==> config.mk <==
export PLATFORM = sky130hd
export DESIGN_NAME = hazard_forward_unit
export DESIGN_NICKNAME = d
export VERILOG_FILES = /design/src/rtl/hazard_forward_unit.sv
export SDC_FILE = /design/constraint.sdc
export NUM_CORES = 1
export LEC_CHECK = 0
export ABC_AREA = 0
export CAP_MARGIN = 10
export CELL_PAD_IN_SITES_DETAIL_PLACEMENT = 0
export CELL_PAD_IN_SITES_GLOBAL_PLACEMENT = 1
export CORE_MARGIN = 2
export CORE_UTILIZATION = 30
export CTS_BUF_LIST = sky130_fd_sc_hd__clkbuf_4 sky130_fd_sc_hd__clkbuf_8 sky130_fd_sc_hd__clkbuf_16
export CTS_CLUSTER_SIZE = 16
export DETAILED_ROUTE_END_ITERATION = 12
export PLACE_DENSITY = 0.74
export REMOVE_ABC_BUFFERS = 1
export SLEW_MARGIN = 20
export SYNTH_ARGS = -nofsm -noshare
export SYNTH_HDL_FRONTEND = slang
export SYNTH_SLANG_ARGS = --single-unit
==> constraint.sdc <==
create_clock -name clk -period 1.65 [get_ports clk]
set_input_delay 0.33 -clock clk [delete_from_list [all_inputs] [get_ports clk]]
set_output_delay 0.33 -clock clk [all_outputs]
set_load 0.05 [all_outputs]
Routed clock nets over the placement:
Scale bar: 20 um.
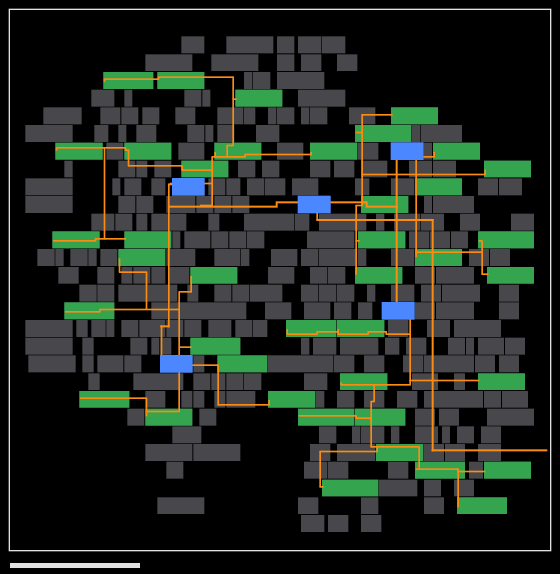
- clock drivers: blue (count 5)
- flip-flops: green (count 40)
- clock wires: orange (length 582 um)
- routed clock nets: 6
clock network power: 658 uW
Clk pwr share: 34.2%
worst clock skew: 6.477 ps

Track usage over the die:
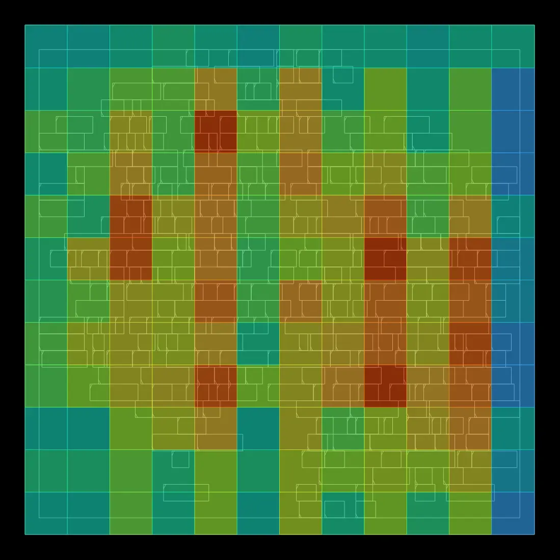
met3 Resource Use GR: 3.877%
met2 capacity usage during global routing: 26.10%
met1 capacity usage during global routing: 20.15%
fin util: 56.09%

Placement by cell class:
Scale bar: 20 um.
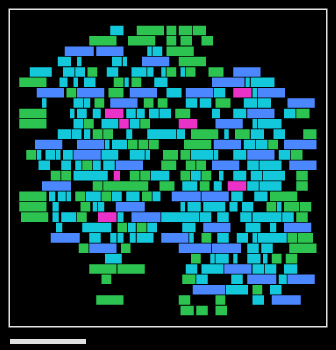
- combinational and other logic: cyan (cells 152; share of their area 40%)
- clock drivers and dummy loads: magenta (cells 7; share of their area 2.5%)
- flops: blue (cells 40; share of their area 25%)
- other buffers and delay cells: green (cells 95; share of their area 32%)
final std cell area, no fill: 3341 sq um
sequential portion of the cell area: 24.76%

==> run notes <==
• **adder and majority cell fraction of the synthesized area** 0.6702%
• **internal power** 1426 uW
• **DRT Wirelength** 5570 um
• **slowest cell on the critical path** sky130_fd_sc_hd__dfxtp_4
• **worst hold-check path type** input port to flip-flop
• **number of buffers added by the clock tree synthesis step** 5
• **Clock transition at path regs** 80 ps
• **num tapcells** 75
• **main area contributors after synthesis** sky130_fd_sc_hd__dfxtp_1 (43%), sky130_fd_sc_hd__a22o_1 (6.6%), sky130_fd_sc_hd__mux2i_1 (5.4%)
• **initial antenna violation count** 0
• **sequential group share of total power** 53.1%
• **number of logged tool warnings** 27
• **Clock buf/inv share** 2.434%
• **combinational power** 245 uW
• **routed wl met3** 189 um
• **vias in the first global route** 1844
• **post-synth top area cell** sky130_fd_sc_hd__dfxtp_1
• **TritonCTS clock tree** done
• **nature of the critical path endpoint** primary output
• **unique cell type count in the Yosys netlist** 30
• **highest ir drop seen on vdd** 431.7 uV
• **number of nets with antenna violations after detailed routing** 0
• **number of cell instances on the worst register-to-register path** 7
• **number of buffer and inverter instances along the worst setup path** 2
• **post-synthesis share of cell area spent on and, or, nand and nor gates** 19.24%
• **Setup violations, final** 35
• **minimum setup slack in the final design** -257.6 ps
• **dominant class by area** combinational gates
• **Rows** 28
• **busiest metal layer after global routing** met2
• **number of fill cells** 540
• **number of synthesized flops with an enable pin** 0
• **violations in the final reports** setup timing
• **Sw Share** 25.89%
• **Buffers excl. clock** 95
• **gate count after technology mapping** 202
• **non-filler instance count after layout** 369
• **pre-CTS WS** -613.0 ps
• **post-layout period usage of the worst path** 115.6%
• **antenna diode instance count** 0
• **most popular library cell in the synthesized design by count** sky130_fd_sc_hd__dfxtp_1
• **overflow left after global routing** 0
• **accumulated negative setup slack** -3230 ps
• **xor/xnor cell area share of the yosys netlist** 8.914%
• **dominant delay contributor by cell family on the critical path** flip-flops
• **Hold Violations, Final** 0
• **share of synthesized registers carrying an async set or reset** 0%
• **number of placed I/O pins** 40
• **initial core utilization** 31.34%
• **largest net degree at the start of global routing** 27
• **achievable frequency** 0.5242 GHz
• **number of setup buffers added after CTS** 8
• **number of H-tree levels** 2
• **area occupied by multi-input gates** 1279 sq um
• **result of the run** finished with violations
• **Clock Sinks** 40
• **number of logic inverters in the finished layout** 8
• **number of flip-flops in the largest register** 16
• **synthesis-stage register bit count** 40
• **Hold Slack** 427.2 ps
• **number of cell instances after yosys synthesis** 202
• **netlist area before placement** 1867 sq um
• **wire per inst** 15.09 um
• **total power after layout** 1924 uW
• **Top Layer Used** met4
• **total length of routed met2 wires** 2741 um
• **transition at the pin with the smallest max-transition slack** 382.0 ps
• **Cell Pwr Density** 575.9 nW/um^2
• **CP arrival** 1580 ps
• **Mux cell area share** 5.362%
• **largest fanout on the critical path** 5
• **Max power group** sequential cells
• **clock buffer depth** 2
• **most frequent cell on the critical path** sky130_fd_sc_hd__buf_12
• **All-Layer GR Usage** 15.81%
• **number of hold buffers added after cts** 0
• **met1 routed wirelength after detailed routing** 2556 um
Power is estimated from default activity; no workload was simulated.
